--- src/rtl/muldiv_pkg.sv ---
// Shared types for the EX-stage multiply/divide unit: RV32M funct3 encodings,
// FSM states and operand-class helpers.
package muldiv_pkg;

    localparam int XLEN_DEFAULT = 32;

    typedef enum logic [2:0] {
        OP_MUL    = 3'b000,
        OP_MULH   = 3'b001,
        OP_MULHSU = 3'b010,
        OP_MULHU  = 3'b011,
        OP_DIV    = 3'b100,
        OP_DIVU   = 3'b101,
        OP_REM    = 3'b110,
        OP_REMU   = 3'b111
    } op_e;

    typedef enum logic [1:0] {
        IDLE,
        CALC,
        FIX,
        DONE
    } state_e;

    function automatic logic is_div(input logic [2:0] op);
        return op[2];
    endfunction

    // rs1 is treated as signed for MULH, MULHSU, DIV and REM
    function automatic logic signed_a(input logic [2:0] op);
        return (op == OP_MULH) || (op == OP_MULHSU) || (op == OP_DIV) || (op == OP_REM);
    endfunction

    function automatic logic signed_b(input logic [2:0] op);
        return (op == OP_MULH) || (op == OP_DIV) || (op == OP_REM);
    endfunction

endpackage

--- src/rtl/muldiv_step.sv ---
// One radix-2 iteration on the 2*XLEN+1 accumulator: shift-add for multiply
// ({carry, hi, multiplier}) or restoring subtract for divide ({rem, quotient}).
module muldiv_step #(
    parameter int XLEN = 32
) (
    input  logic              is_div,
    input  logic [2*XLEN:0]   acc_in,
    input  logic [XLEN-1:0]   opnd,
    output logic [2*XLEN:0]   acc_out
);
    logic [XLEN:0]   sum;
    logic [2*XLEN:0] sh;
    logic [XLEN+1:0] diff;

    always_comb begin
        sum  = {1'b0, acc_in[2*XLEN-1:XLEN]} + {1'b0, (acc_in[0] ? opnd : '0)};
        sh   = acc_in << 1;
        diff = {1'b0, sh[2*XLEN:XLEN]} - {2'b0, opnd};
        if (is_div)
            // a borrow means the trial subtract failed: keep the shifted remainder
            acc_out = diff[XLEN+1] ? sh : {diff[XLEN:0], sh[XLEN-1:1], 1'b1};
        else
            acc_out = {1'b0, sum, acc_in[XLEN-1:1]};
    end

endmodule

--- src/rtl/ex_muldiv.sv ---
// Iterative RV32M multiply/divide unit for the EX stage: XLEN+2 cycle latency.
// Define MULDIV_EARLY_OUT_EN to finish divide-by-zero / signed overflow in 1 cycle.
module ex_muldiv
    import muldiv_pkg::*;
#(
    parameter int XLEN = 32
) (
    input  logic            clk,
    input  logic            rst,
    input  logic            valid_in,
    input  logic [2:0]      op,
    input  logic [XLEN-1:0] src1,
    input  logic [XLEN-1:0] src2,
    input  logic            flush,
    output logic            stall,
    output logic            valid_out,
    output logic [XLEN-1:0] result
);
    localparam int CW = $clog2(XLEN);

    state_e            state, state_nx;
    logic [2:0]        op_q;
    logic [XLEN-1:0]   a_q, opnd_q;
    logic [2*XLEN:0]   acc, acc_nx;
    logic [CW-1:0]     cnt;
    logic              a_neg_q, b_neg_q, dz_q, ovf_q;

    logic              a_neg, b_neg, dz_in, ovf_in, early;
    logic [XLEN-1:0]   a_mag, b_mag;
    logic [2*XLEN-1:0] prod;
    logic [XLEN-1:0]   quo, rem, fix_res;

    function automatic logic [XLEN-1:0] special_res(input logic is_rem,
                                                    input logic [XLEN-1:0] a,
                                                    input logic dz);
        if (dz) return is_rem ? a : '1;
        return is_rem ? '0 : a;
    endfunction

    always_comb begin
        a_neg  = signed_a(op) && src1[XLEN-1];
        b_neg  = signed_b(op) && src2[XLEN-1];
        a_mag  = a_neg ? -src1 : src1;
        b_mag  = b_neg ? -src2 : src2;
        dz_in  = is_div(op) && (src2 == '0);
        ovf_in = ((op == OP_DIV) || (op == OP_REM)) &&
                 (src1 == {1'b1, {(XLEN-1){1'b0}}}) && (src2 == '1);
    end

`ifdef MULDIV_EARLY_OUT_EN
    assign early = dz_in || ovf_in;
`else
    assign early = 1'b0;
`endif

    muldiv_step #(.XLEN(XLEN)) u_step (
        .is_div  (op_q[2]),
        .acc_in  (acc),
        .opnd    (opnd_q),
        .acc_out (acc_nx)
    );

    // Iterations run on magnitudes; signs are reapplied here
    always_comb begin
        prod = acc[2*XLEN-1:0];
        quo  = acc[XLEN-1:0];
        rem  = acc[2*XLEN-1:XLEN];
        if (a_neg_q ^ b_neg_q) begin
            prod = -prod;
            quo  = -quo;
        end
        if (a_neg_q) rem = -rem;
        if (!op_q[2])
            fix_res = (op_q == OP_MUL) ? prod[XLEN-1:0] : prod[2*XLEN-1:XLEN];
        else if (dz_q || ovf_q)
            fix_res = special_res(op_q[1], a_q, dz_q);
        else
            fix_res = op_q[1] ? rem : quo;
    end

    always_comb begin
        state_nx = state;
        if (flush) begin
            state_nx = IDLE;
        end else begin
            case (state)
                IDLE:    if (valid_in) state_nx = early ? DONE : CALC;
                CALC:    if (cnt == CW'(XLEN-1)) state_nx = FIX;
                FIX:     state_nx = DONE;
                DONE:    state_nx = IDLE;
                default: state_nx = IDLE;
            endcase
        end
    end

    always_ff @(posedge clk) begin
        if (rst) begin
            state   <= IDLE;
            result  <= '0;
            op_q    <= '0;
            a_q     <= '0;
            opnd_q  <= '0;
            acc     <= '0;
            cnt     <= '0;
            a_neg_q <= 1'b0;
            b_neg_q <= 1'b0;
            dz_q    <= 1'b0;
            ovf_q   <= 1'b0;
        end else begin
            state <= state_nx;
            if (state == IDLE && valid_in && !flush) begin
                op_q    <= op;
                a_q     <= src1;
                a_neg_q <= a_neg;
                b_neg_q <= b_neg;
                dz_q    <= dz_in;
                ovf_q   <= ovf_in;
                cnt     <= '0;
                acc     <= {{(XLEN+1){1'b0}}, (op[2] ? a_mag : b_mag)};
                opnd_q  <= op[2] ? b_mag : a_mag;
`ifdef MULDIV_EARLY_OUT_EN
                if (early) result <= special_res(op[1], src1, dz_in);
`endif
            end
            if (state == CALC) begin
                acc <= acc_nx;
                cnt <= cnt + 1'b1;
            end
            if (state == FIX && !flush) result <= fix_res;
        end
    end

    assign valid_out = (state == DONE) && !flush;
    assign stall     = (state == IDLE && valid_in) || (state == CALC) || (state == FIX);

endmodule

--- config.mk ---
export PLATFORM = sky130hd
export DESIGN_NAME = ex_muldiv
export DESIGN_NICKNAME = d
export VERILOG_FILES = /design/src/rtl/muldiv_pkg.sv /design/src/rtl/muldiv_step.sv /design/src/rtl/ex_muldiv.sv
export SDC_FILE = /design/constraint.sdc
export NUM_CORES = 1
export LEC_CHECK = 0
export CAP_MARGIN = 20
export CORE_ASPECT_RATIO = 0.9
export CORE_UTILIZATION = 28
export CTS_BUF_LIST = sky130_fd_sc_hd__clkbuf_8
export CTS_CLUSTER_SIZE = 20
export DETAILED_ROUTE_END_ITERATION = 10
export PLACE_DENSITY_LB_ADDON = 0.25
export SLEW_MARGIN = 20
export SYNTH_ARGS = -nofsm -noshare
export SYNTH_HDL_FRONTEND = slang
export SYNTH_SLANG_ARGS = --single-unit
--- constraint.sdc ---
create_clock -name clk -period 3.85 [get_ports clk]
set_input_delay 0.77 -clock clk [delete_from_list [all_inputs] [get_ports clk]]
set_output_delay 0.77 -clock clk [all_outputs]
set_load 0.005 [all_outputs]
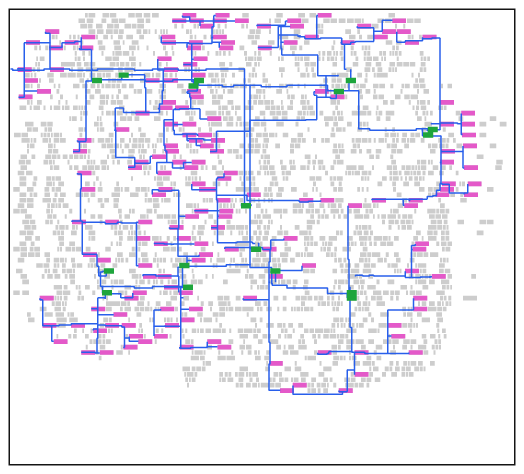
(clock wires, drivers and flops)
Scale: 2 px per um.
[cells driving clock nets] green | count: 17
[clock wires] blue | length: 2950 um
[flip-flops] magenta | count: 174
flops lie	widely spread
routed clock nets	18

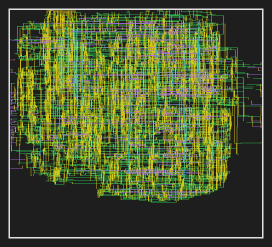
(routed metal, one color a layer)
Scale: 1 px per um.
layer	color	wire length
met1	green	34.4 mm
met3	purple	6380 um
met2	yellow	30.5 mm
met4	cyan	1340 um

==> notes.md <==
flow finished, numbers: final setup violation count 0, via count 17600, worst hold slack 0.441 ns, n_diodes 0, Peak supply drop 0.228 mV, clock buffer depth 2, final worst path period share 0.904, Yosys top cell by area dfxtp_1, Routed met1 length 34400 um, end point of the most critical hold path result[30], most instantiated logic cells after routing nand2_1, a21oi_1, nor2_1, Vert. Die Dim 227 um, count leader, synth nand2_1, r2r worst-path depth 10, Area leader share 0.221, final standard cell count with taps included and fillers excluded 3063, post-detailed-route wirelength per cell 23.7 um, origin of the critical flop-to-flop path acc[22], async set-reset flop share out of synthesis 0, number of post-CTS setup repair buffers 0, net switching fraction of the power 0.412, kind of cell adding the most delay to the critical path simple AND/OR/NAND/NOR gates, pre-CTS setup slack 0.0498 ns, crit path max fanout 6, post-synthesis sequential area ratio 0.221, slowest stage cell on the critical path nor4_1, number of placed I/O pins 105, met3 Resource Use GR 0.0499, minimum setup slack in the final design 0.371 ns, fraction of power consumed by the clock network 0.262, summed standard-cell area reported by yosys 0.0158 mm2, post-layout util 0.335, instance area at placement 0.0182 mm2, most common cell after layout, fill and taps aside nand2_1, gate count of the mapped netlist 2196, via count of the first global-routing pass 16000, GR peak layer met1, GR Overflow Total 0, GR Util All Layers 0.248, power density over the cells 284 mW/mm2, part of the total power dissipated in combinational logic 0.359, Fmax achieved 0.287 GHz, detailed-routed wire length on met3 6380 um, Die Outline Area 0.0572 mm2, cell-by-cell listing of the critical path buf_4 -> nor4_1 -> nor4b_4 -> and4b_1 -> nand4_2 -> o31ai_1 -> xor2_1 -> a21oi_1 -> o21ai_0 -> nand2_1, placed instance count 3032, ranking of synthesized cells by area dfxtp_1, a21oi_1, xnor2_1, most used flip-flop cell after synthesis dfxtp_1, Core Region 0.0556 mm2, count of tool warnings 31, synthesis-to-layout area growth 18.1%, die width 252 um, power in sequential cells 2.01 mW, antenna violations before repair 0, count of endpoints failing hold in the final timing report 0, number of clock sinks 174, flip-flop count of the largest register after layout 64, via density per instance 5.73, Required @ worst endpoint 4.26 ns, internal portion of total power 3.11 mW, EDFF count, synth 0, first-pass GRT wire length 106000 um, number of cells on the critical path 10, cell types with the highest counts after synthesis nand2_1, a21oi_1, nor2_1, hold_sp result[30], DR top layer met4, final standard cell area without fillers 0.0186 mm2, met2 layer wire length in the routed design 30500 um, Std-Cell Rows 82, P_leak 7.13 nW, share of the core filled by cells before placement 0.283, Critical Path Sink Type flip-flop, number of resized instances in the post-cts repair step 0, highest-power group registers, Distinct lib cells used 86, destination of the worst register-to-register timing path result[30], overall power consumption 5.29 mW, routed wire length 72700 um, post-synthesis area per instance 7.17 um2, Worst setup SP type flip-flop, Slew Limit Headroom 0.279, DRC errors left 0, startpoint of the worst setup timing path acc[22], setup repair after global routing missed its margin false, synthesized net count 2345, slew at the pin with the worst max-slew slack 1.07 ns, class of the tightest hold or removal check reg2reg, count of instantiated cells in the yosys netlist 2196, synthesized cell area 0.0158 mm2, fill cell count 6099, largest net degree at the start of global routing 96, combinational power 1.90 mW, maximum cell stage delay along the critical path 0.82 ns, final count of pins violating max slew 0, setup TNS after final layout 0 ns, layout cells sized above 1 0.0915, H-tree level count 4, number of max-capacitance violations reported 0, Critical path destination result[30], initial DRC count 1897, net switching component of the power 2.18 mW, clk slew on worst S/H paths 0.11 ns, setup slack, reg-to-reg 0.37 ns, 1st-pass router iterations 6, fin nets 2444, detailed placer's ending HPWL 57100 um, gpl congestion 0.996, Global Route met2 Usage 0.365, hold-fix buffers at CTS 0, worst setup path class reg2reg, worst path arrival time 3.88 ns, Top reg by flops acc, TritonCTS clock tree done, CTS Root Buffer Type clkbuf_8, status completed, Hold Crit Depth 2, Min Clock Period, post-route 3.48 ns
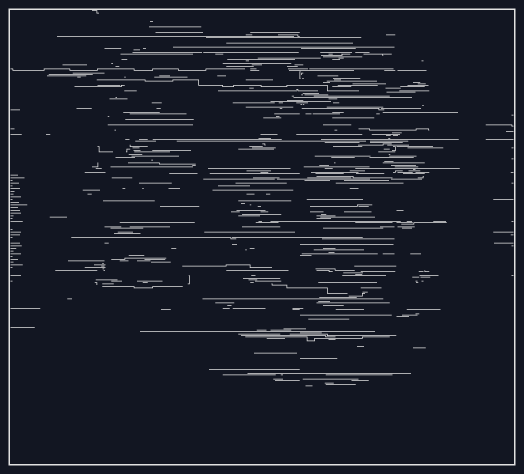
(metal 3)
Scale: 2 px per um.
main direction	horizontal
share of all routed wire	8.8%
nets with wire on the layer	300

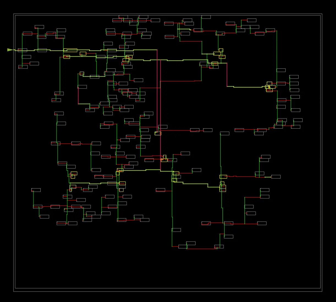
(clock nets)
clock insertion delay at the later pin of the skew report: 0.53 ns
clock buffer count: 17
Clock Skew: 0.0311 ns
number of buffers added by the clock tree synthesis step: 17

-- logic make-up (layout without fill, tap and decap cells) --
logic type | Yosys count | after routing | share of synthesized area
AOI/OAI and AO/OA | 732 | 732 | 0.295
and+or+nand+nor | 722 | 722 | 0.217
buffers and inverters | 235 | 346 | 0.0573
xor gates and xnor gates | 199 | 199 | 0.111
DFF | 174 | 174 | 0.221
adders and majority gates | 78 | 78 | 0.0629
muxes | 56 | 56 | 0.0357
-- area by class of cell --
type / instances / area [um2] / share of cell area
inverter: 75 / 282 / 0.0151
multi-input combinational: 1787 / 11400 / 0.613
clock buffer: 17 / 234 / 0.0126
sequential: 174 / 3490 / 0.187
tap: 756 / 946 / 0.0508
timing repair buffer: 240 / 2090 / 0.112
clock inverter: 14 / 154 / 0.00827
Power figures rest on the tool's default switching activity, not on a simulated workload.
